Design sw_debounce, sky130hd; sources not shown.
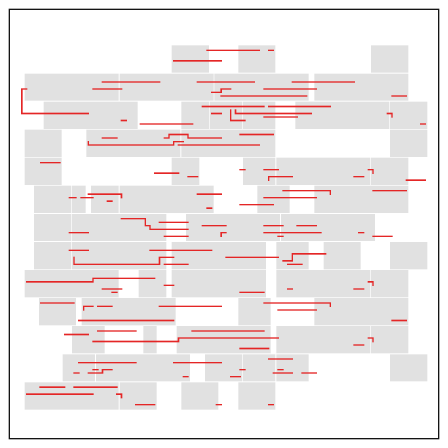
Figure 1: run 1, met1 routing.
Cells faint in the background.
53 nets have wire on it. The wires run mostly horizontal.
met1 Track Usage GR: 12.1%
vias: 334
final WL: 750 um

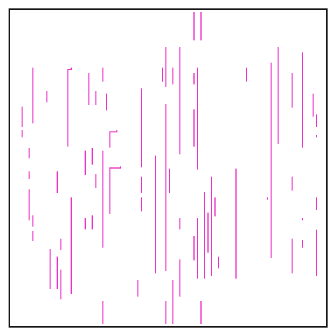
Figure 2: run 1, metal 2.
The wires run mostly vertical. 55 nets have wire on it. The layer carries 363 um of wire. The layer holds 48% of the routed length.
M2 GR Usage: 15.3%

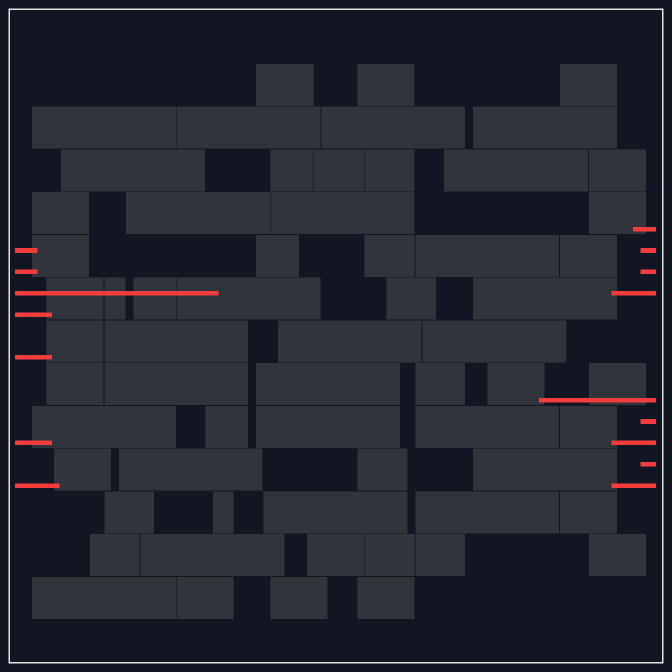
Figure 3: run 1, met3 routing.
Cells faint in the background.
The layer holds 5.6% of the routed length. The layer carries 42.3 um of wire. The longest straight run is 12.6 um. The wires run mostly horizontal.
GR met3 Demand/Resource: 4.35%

==> run summary, run 1 <==
run results: clock power share=24.6%, global-route wire length before repair=1.24 mm, Die ar.=0.00172 mm^2, reg2reg setup slack=1350 ps, leakage=0.000458 uW, Final Hold Viols=0, simple-gate share of the synthesized area=12.2%, Setup WS pre-CTS=673 ps, Hold Crit Class=reg -> reg, outcome=finished clean, Final Max Tran Viols=0, post-place instance area=953 um^2, syn_nets=43, fillers=83, Core Rows=13, number of library cell types mapped by synthesis=3, routability cong.=0.626, Hold Worst Slack=310 ps, Overflow after GRT=0, Remaining DRCs=0, yosys cell count=36, Max Used Layer=met3, Top-area cell share=87.3%, final worst path period share=83.8%, CTS tree=yes, number of diodes=0, clock-pin slew of the registers on the worst-case setup and hold paths=120 ps, RSZ-0062 raised after global routing=false, Worst Hold Depth=0
Figure 4. Congestion heat map (run 1).
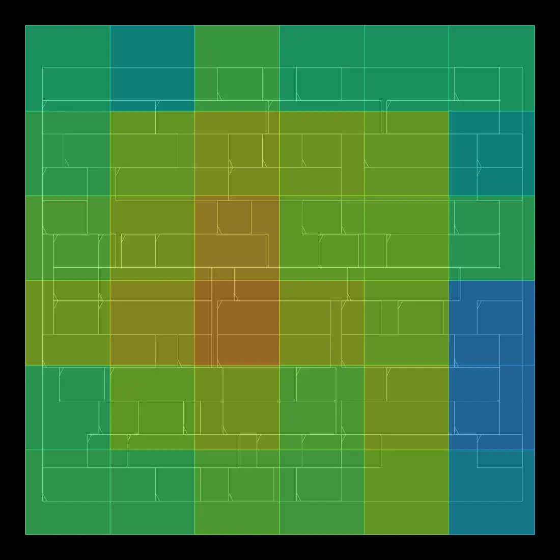

==> run 2: changes to the inputs <==
--- a/config.mk
+++ b/config.mk
@@ -5,13 +5,13 @@
 export SDC_FILE = /design/constraint.sdc
 export NUM_CORES = 1
 export LEC_CHECK = 0
-export ABC_CLOCK_PERIOD_IN_PS = 2100
+export ABC_CLOCK_PERIOD_IN_PS = 1800
 export CAP_MARGIN = 20
-export CORE_UTILIZATION = 46
+export CORE_UTILIZATION = 43
 export CTS_CLUSTER_SIZE = 25
 export DETAILED_ROUTE_END_ITERATION = 16
 export HOLD_SLACK_MARGIN = 0.05
-export PLACE_DENSITY = 0.79
+export PLACE_DENSITY = 0.74
 export SLEW_MARGIN = 20
 export SYNTH_ARGS = -nofsm -noshare
 export SYNTH_HDL_FRONTEND = slang
==> constraint.sdc (replaced) <==
create_clock -name CLK -period 1.8 [get_ports CLK]
set_clock_uncertainty 0.05 [all_clocks]
set_input_delay 0.36 -clock CLK [delete_from_list [all_inputs] [get_ports CLK]]
set_output_delay 0.36 -clock CLK [all_outputs]
set_load 0.02 [all_outputs]
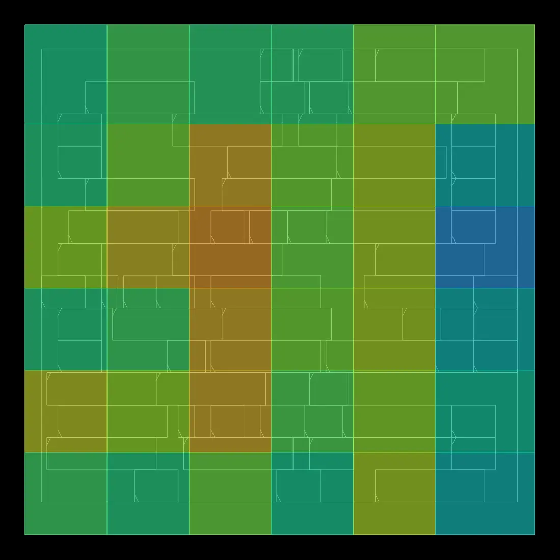
Figure 5: run 2, congestion heat map.
met1 Track Usage GR: 12.7%
GR met3 Demand/Resource: 2.55%
M2 GR Usage: 15.5%
GR peak layer: met2
gr usage total: 10.2%

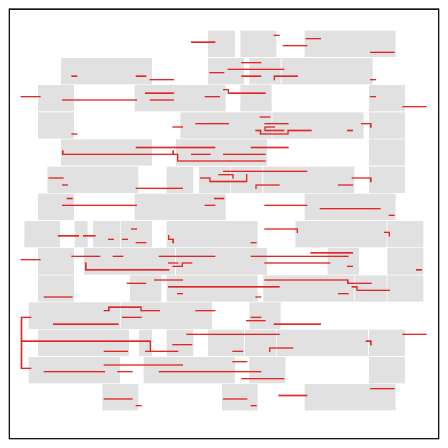
Figure 6: run 2, met1 routing.
Cells faint in the background.
The layer holds 44% of the routed length. The wires run mostly horizontal. The layer carries 356 um of wire. The longest straight run is 12.9 um. 55 nets have wire on it.
final WL: 806 um
vias: 337

==> run 2 against run 1 <==
Sequential cell count did not move. Count of clock-buffer cells in the layout did not move. Sequential share of layout area decreased by 0.081 points. First-iteration DRC count fell by 50%. Combinational power up 17%. Sequential power grew 17%. Synthesized area stayed put.
==> run summary, run 2 <==
run results: Die ar.=0.00183 mm^2, clock power share=24.8%, sequential share of power=65.1%, outcome=finished clean, Setup WS pre-CTS=441 ps, routability cong.=0.629, Hold-fix buffers, CTS=0, global-route wire length before repair=1.32 mm, post_cts resized=0, reg2reg setup slack=1050 ps, Power Clock=228 uW, syn_nets=43, Yosys chip area=717 um^2, Remaining DRCs=0, sequential fraction of the synthesis area=87.3%, fillers=126, simple-gate share of the synthesized area=12.2%, Synth Warn #=0, Overflow after GRT=0, RSZ-0062 raised after global routing=false, Final Hold Viols=0, number of diodes=0, nets@finish=70, Top-area cell share=87.3%, largest net degree at the start of global routing=26, Hold Crit Class=reg -> reg, leakage=0.000458 uW, CTS sink cnt=25, cell type with the largest total area=dfrtp_1, post-place instance area=955 um^2, number of library cell types mapped by synthesis=3, Core Rows=14, Design Area, Final=981 um^2, Top logic family=simple AND/OR/NAND/NOR gates, clock-pin slew of the registers on the worst-case setup and hold paths=120 ps, Final Max Tran Viols=0, Hold Worst Slack=311 ps, share of flip-flops with an asynchronous set or reset=100%, Worst Hold Depth=0, CTS tree=yes
==> run 3: changes to the inputs <==
--- a/config.mk
+++ b/config.mk
@@ -5,6 +5,7 @@
 export SDC_FILE = /design/constraint.sdc
 export NUM_CORES = 1
 export LEC_CHECK = 0
+export ABC_AREA = 0
 export ABC_CLOCK_PERIOD_IN_PS = 1800
 export CAP_MARGIN = 20
 export CORE_UTILIZATION = 43
@@ -12,7 +13,6 @@
 export DETAILED_ROUTE_END_ITERATION = 16
 export HOLD_SLACK_MARGIN = 0.05
 export PLACE_DENSITY = 0.74
-export SLEW_MARGIN = 20
 export SYNTH_ARGS = -nofsm -noshare
 export SYNTH_HDL_FRONTEND = slang
 export SYNTH_SLANG_ARGS = --single-unit
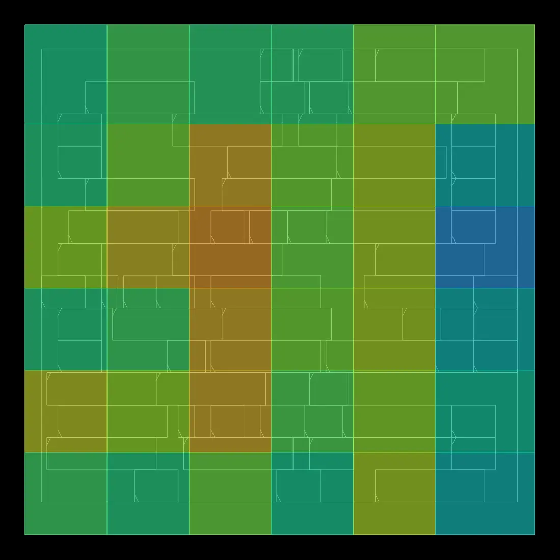
Figure 7: run 3, congestion heat map.
WL/cell: 10.3 um
Final Util: 64.4%

==> run 3 against run 2 <==
Count of clock-buffer cells in the layout unchanged. Core utilization is the same. Maximum frequency unchanged. Critical path depth stayed put. Worst hold slack is the same. Critical endpoint unchanged. Highest routed layer unchanged. Wire length did not move. Worst setup slack did not move. Sequential power about the same. Die size did not move. Non-clock buffer count is the same.
==> run summary, run 3 <==
run results: fillers=126, post_cts resized=0, outcome=finished clean, CTS sink cnt=25, clock power share=24.8%, reg2reg setup slack=1050 ps, share of flip-flops with an asynchronous set or reset=100%, Hold Crit Class=reg -> reg, cell type with the largest total area=dfrtp_1, number of diodes=0, met1 Track Usage GR=12.7%, Top-area cell share=87.3%, clock-pin slew of the registers on the worst-case setup and hold paths=120 ps, gr usage total=10.2%, sequential share of power=65.1%, final worst path period share=94.0%, Yosys chip area=717 um^2, syn_nets=43, simple-gate share of the synthesized area=12.2%, GR met3 Demand/Resource=2.55%, Design Area, Final=981 um^2, Setup WS pre-CTS=441 ps, Worst Hold Depth=0, Top logic family=simple AND/OR/NAND/NOR gates, Power Clock=228 uW, sequential fraction of the synthesis area=87.3%, Hold-fix buffers, CTS=0, nets@finish=70, yosys cell count=36, CTS tree=yes, Overflow after GRT=0, Comb power frac=10.1%, Commonest cells post-synth=dfrtp_1 (25), and2b_2 (10), inv_1 (1), Core Rows=14, Remaining DRCs=0, final WL=806 um, number of library cell types mapped by synthesis=3, routability cong.=0.629, largest net degree at the start of global routing=26, Synth Warn #=0, Max-Cap Viols=0, leakage=0.000458 uW, Final Hold Viols=0, worst-path cell chain=clkdlybuf4s50_1
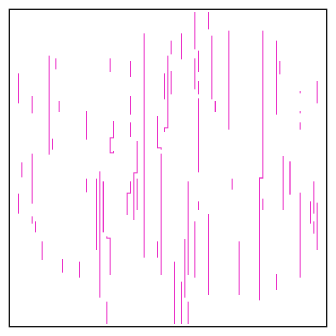
Figure 8: run 3, metal 2.
The layer carries 407 um of wire. The layer holds 50% of the routed length. The wires run mostly vertical.


## Gallery

Ports around the boundary.
Pins as bars across the die edge, other pins in gray.
Plate I
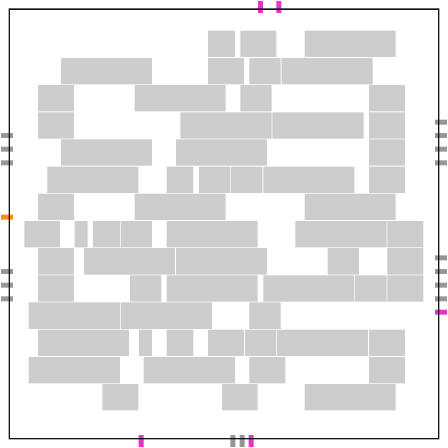
Plate II
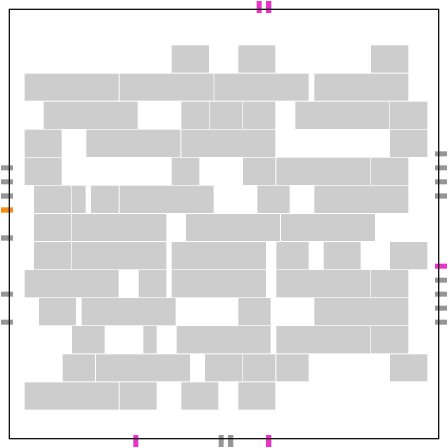
| from | picture |
|---|---|
| run 1 | Plate II |
| run 3 | Plate I |

Key to Plate II:
Key: magenta = `SW_CLEAN` [pins 5, direction output, edge 2 top, 2 bottom, 1 right]; orange = `RST` [pins 1, direction input, edge left]
All pins by edge: 9 right, 7 left, 4 bottom, 2 top.

Power and IR drop assume default switching activity.
